Met4 routing:
Supply wires on this layer in gray.
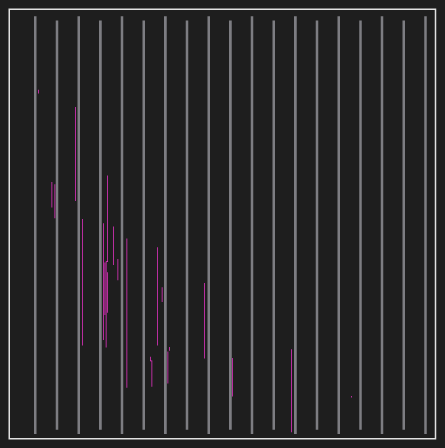
Clock routing:
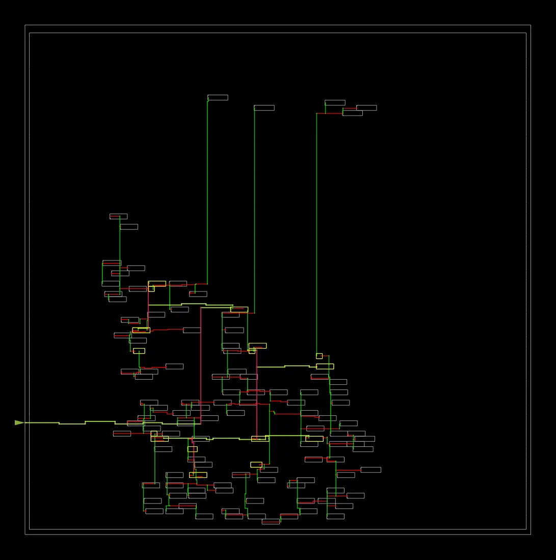
## config.mk

```make
export PLATFORM = sky130hd
export DESIGN_NAME = memset_stream_ctrl_flat
export DESIGN_NICKNAME = d
export VERILOG_FILES = /design/src/rtl/memset_stream_if.sv /design/src/rtl/memset_stream_ctrl.sv /design/src/flat_wrapper.sv
export SDC_FILE = /design/constraint.sdc
export NUM_CORES = 1
export LEC_CHECK = 0
export ABC_AREA = 1
export CORE_AREA = 2 2 264 266
export CTS_CLUSTER_SIZE = 14
export DETAILED_ROUTE_END_ITERATION = 8
export DIE_AREA = 0 0 266 268
export GPL_TIMING_DRIVEN = 0
export SLEW_MARGIN = 10
export SYNTH_ARGS = -nofsm -noshare
export SYNTH_HDL_FRONTEND = slang
export SYNTH_SLANG_ARGS = --single-unit
```

## constraint.sdc

```tcl
create_clock -name clk -period 2.93 [get_ports clk]
set_clock_uncertainty 0.15 [all_clocks]
set_input_delay 0.879 -clock clk [delete_from_list [all_inputs] [get_ports clk]]
set_output_delay 0.879 -clock clk [all_outputs]
set_load 0.05 [all_outputs]
```

## src/rtl/memset_stream_if.sv

```systemverilog
// rtl/memset_stream_if.sv - output beat stream of the memset controller
interface memset_stream_if #(
  parameter int DataWidth = 512
) ();
  logic                   valid;
  logic                   ready;
  logic [DataWidth-1:0]   bits;
  logic [DataWidth/8-1:0] strb;
  logic                   last;

  modport master (output valid, bits, strb, last, input ready);
  modport slave  (input valid, bits, strb, last, output ready);
endinterface

```

## src/rtl/memset_stream_ctrl.sv

```systemverilog
// rtl/memset_stream_ctrl.sv - memset sequencer: latches fill/len, emits fill beats, reports busy/done/cycles
module memset_stream_ctrl #(
  parameter int DataWidth = 512,
  parameter int LenWidth  = 32
) (
  input  logic                clk,
  input  logic                rst_n,
  input  logic [31:0]         ext_csr_i_0,
  input  logic [LenWidth-1:0] ext_csr_i_1,
  input  logic                ext_start_i,
  output logic                ext_busy_o,
  output logic                ext_done_o,
  output logic [31:0]         ext_csr_o_0,
  memset_stream_if.master     ext_data_o
);

  localparam int BytesPerBeat = DataWidth / 8;
  localparam int Log2Bpb      = $clog2(BytesPerBeat);
  localparam int BeatWidth    = LenWidth - Log2Bpb + 1;

  typedef enum logic [1:0] {IDLE, STREAM, DONE} state_t;

  state_t               state_q, state_d;
  logic [7:0]           fill_q;
  logic [Log2Bpb-1:0]   tail_q;
  logic [BeatWidth-1:0] rem_q;
  logic [31:0]          cyc_q, cyc_inc, csr_q;
  logic [BeatWidth-1:0] beats;
  logic                 len_zero, accept, xfer, final_beat;
  logic                 unused_csr_bits;

  assign unused_csr_bits = ^ext_csr_i_0[31:8];

  assign beats    = BeatWidth'(ext_csr_i_1 >> Log2Bpb)
                  + BeatWidth'(|ext_csr_i_1[Log2Bpb-1:0]);
  assign len_zero = (ext_csr_i_1 == '0);
  assign accept   = (state_q == IDLE) && ext_start_i;
  // valid is purely a function of state, so a transfer is just ready while streaming
  assign xfer     = (state_q == STREAM) && ext_data_o.ready;
  assign final_beat = (rem_q == BeatWidth'(1));
  assign cyc_inc  = (cyc_q == '1) ? cyc_q : cyc_q + 32'd1;

  always_ff @(posedge clk or negedge rst_n) begin
    if (!rst_n) state_q <= IDLE;
    else        state_q <= state_d;
  end

  always_comb begin
    state_d = state_q;
    case (state_q)
      IDLE:    if (ext_start_i) state_d = len_zero ? DONE : STREAM;
      STREAM:  if (xfer && final_beat) state_d = DONE;
      DONE:    state_d = IDLE;
      default: state_d = IDLE;
    endcase
  end

  always_ff @(posedge clk or negedge rst_n) begin
    if (!rst_n) begin
      fill_q <= '0;
      tail_q <= '0;
      rem_q  <= '0;
      cyc_q  <= '0;
      csr_q  <= '0;
    end else if (accept) begin
      fill_q <= ext_csr_i_0[7:0];
      tail_q <= ext_csr_i_1[Log2Bpb-1:0];
      rem_q  <= beats;
      cyc_q  <= '0;
      if (len_zero) csr_q <= '0;
    end else if (state_q == STREAM) begin
      cyc_q <= cyc_inc;
      if (xfer) begin
        rem_q <= rem_q - BeatWidth'(1);
        if (final_beat) csr_q <= cyc_inc;
      end
    end
  end

  assign ext_busy_o       = (state_q != IDLE);
  assign ext_done_o       = (state_q == DONE);
  assign ext_csr_o_0      = csr_q;
  assign ext_data_o.valid = (state_q == STREAM);
  assign ext_data_o.bits  = {BytesPerBeat{fill_q}};
  assign ext_data_o.last  = (state_q == STREAM) && final_beat;

  // a zero tail means the final beat is full
  always_comb begin
    ext_data_o.strb = '0;
    for (int i = 0; i < BytesPerBeat; i++) begin
      ext_data_o.strb[i] = (state_q == STREAM)
                         && (!final_beat || (tail_q == '0) || (i < int'(tail_q)));
    end
  end

endmodule

```

## src/flat_wrapper.sv

```systemverilog
// flat-port wrapper written by rule: the top's interface ports become plain ports
module memset_stream_ctrl_flat 
#(
  parameter int DataWidth = 512,
  parameter int LenWidth  = 32
)
  (clk, rst_n, ext_csr_i_0, ext_csr_i_1, ext_start_i, ext_busy_o, ext_done_o, ext_csr_o_0, ext_data_o_valid, ext_data_o_bits, ext_data_o_strb, ext_data_o_last, ext_data_o_ready);
  memset_stream_if #(.DataWidth(DataWidth)) ext_data_o_i ();
  input  logic clk;
  input  logic rst_n;
  input  logic [31:0] ext_csr_i_0;
  input  logic [LenWidth-1:0] ext_csr_i_1;
  input  logic ext_start_i;
  output logic ext_busy_o;
  output logic ext_done_o;
  output logic [31:0] ext_csr_o_0;
  output wire logic [$bits(ext_data_o_i.valid)-1:0] ext_data_o_valid;
  output wire logic [$bits(ext_data_o_i.bits)-1:0] ext_data_o_bits;
  output wire logic [$bits(ext_data_o_i.strb)-1:0] ext_data_o_strb;
  output wire logic [$bits(ext_data_o_i.last)-1:0] ext_data_o_last;
  input wire logic [$bits(ext_data_o_i.ready)-1:0] ext_data_o_ready;
  assign ext_data_o_valid = ext_data_o_i.valid;
  assign ext_data_o_bits = ext_data_o_i.bits;
  assign ext_data_o_strb = ext_data_o_i.strb;
  assign ext_data_o_last = ext_data_o_i.last;
  assign ext_data_o_i.ready = ext_data_o_ready;
  memset_stream_ctrl #(.DataWidth(DataWidth), .LenWidth(LenWidth)) u_core (.clk(clk), .rst_n(rst_n), .ext_csr_i_0(ext_csr_i_0), .ext_csr_i_1(ext_csr_i_1), .ext_start_i(ext_start_i), .ext_busy_o(ext_busy_o), .ext_done_o(ext_done_o), .ext_csr_o_0(ext_csr_o_0), .ext_data_o(ext_data_o_i));
endmodule
```

==> CHANGELOG.md <==
## Implementation

* Aoi share at 5.94%
* Congestion Overflow GR at 0
* CTS sink count at 107
* Synth async-reset ratio at 100%
* Yosys synthesis chip area at around 12000 um2
* Syn_nets at 1907
* Pint at about 2.4 mW
* Pin count of the biggest net entering global routing at 63
* Layout cell share with drive strength beyond 1 at between 40% and 50%
* CP required at 1900 ps
* Area Overhead vs Synth at 70.2%
* Max FO, Critical Path at 6
* Sequential-to-total area share from yosys stat at 22.5%
* Outcome: finished, violations left
* MUX area fraction at 0%
* Failing checks: setup timing
* WS Path Type: reg2out
* Yosys cell count at approximately 1800
* Synth cell count leaders: nand2_1, buf_4, nor2_1
* XOR Share, Synth at 0.883%
* Unrepaired setup endpoints after global routing: yes
* CP Capture Type: primary output
* Stages on the worst setup path at 10
* Antenna cells at 0
* Mapped Area at roughly 12000 um2
* R2R depth at 7
* Switching power share of the total at 31.4%
* CP arrival at 2180 ps
* Actual transition at the worst max-transition pin at 1090 ps
* Die Span X at 266 um
* CTS HTree Levels at 3
* Remaining antenna violation count at 0
* CP top delay family: simple AND/OR/NAND/NOR gates
* Synth Area in Adders at 0.631%
* CTS Buffer Depth at 2
* Initial antenna violation count at 4
* Top-count cell post-synth: nand2_1
* Cells after synthesis at 1833
* Core area at 68200 um2
* PnR worst setup slack at -280 ps
* Setup violators final at between 60 and 70
* R2r setup slk at around 330 ps
* Synth unique cells at 39
* Tcrit/Tclk final at 110%
* GP Congestion at 0.935
* WL/cell at 15.0 um
* Top cells by area: buf_4, dfrtp_1, nand2_1, nor2_1, nand3_1
* Worst-path clk slew at 80 ps
Back to the opening pictures, 'met4 routing':
longest straight run	93.2 um
main direction	vertical
share of all routed wire	1.5%
wire length on this layer	779 um
nets with wire on the layer	19

Back to the opening pictures, 'clock routing':
Clock group: 1.32 mW
cts bufs inserted: 9

==> worst reg2reg max path: cells and delay by family, from the launching register on <==
| family | cells | cell delay (ps) |
|---|---|---|
| flops | 1 | 460 |
| simple gates | 4 | 880 |
| compound gates | 1 | 80 |
| buf+inv | 2 | 900 |
==> flip-flops by register name (all words and copies together), names as in the netlist <==
register            count
u_core.state_q          2
u_core.tail_q           6
u_core.fill_q           8
u_core.ext_csr_o_0     32
u_core.cyc_q           32
u_core.rem_q           27
==> metal layers <==
layer  global-route usage, %  wire, um  vias up
met4                    2.78       779        6
met3                    3.92      4710       46
met5                       0        40        -
met2                    23.1     24800      580
met1                    16.8     21300     5921
li1                        -         -     6609
==> cell usage in the layout (no fill, tap or decap), types with 4 or more instances in the layout <==
cell	n
buf_4	553
nand2_1	492
clkdlybuf4s15_2	233
dlygate4sd2_1	165
nor2_1	159
inv_1	130
nand3_1	126
clkbuf_2	115
dfrtp_1	95
o21ai_0	79
clkdlybuf4s50_1	73
buf_6	61
nand2_2	27
nor2_2	18
o21ai_1	16
nand4_1	13
nor2_4	13
inv_2	12
clkbuf_1	12
buf_8	11
a21oi_1	11
xor2_1	10
nor3_1	9
clkbuf_16	9
buf_2	8
dfrtp_4	8
a31oi_1	7
or2_2	7
buf_12	7
nand2_4	6
inv_6	5
nand3b_1	4
ha_1	4
buf_16	4
dfrtp_2	4
==> final cells by class <==
| class | count | area [um2] |
|---|---|---|
| fill | 7480 | 48000 |
| timing repair buffer | 702 | 6680 |
| multi-input combinational | 1030 | 4780 |
| buffer | 548 | 4090 |
| sequential | 107 | 2710 |
| tap | 882 | 1100 |
| inverter | 148 | 576 |
| clock buffer | 10 | 239 |
| clock inverter | 6 | 67.6 |
Power figures rest on the tool's default switching activity, not on a simulated workload.
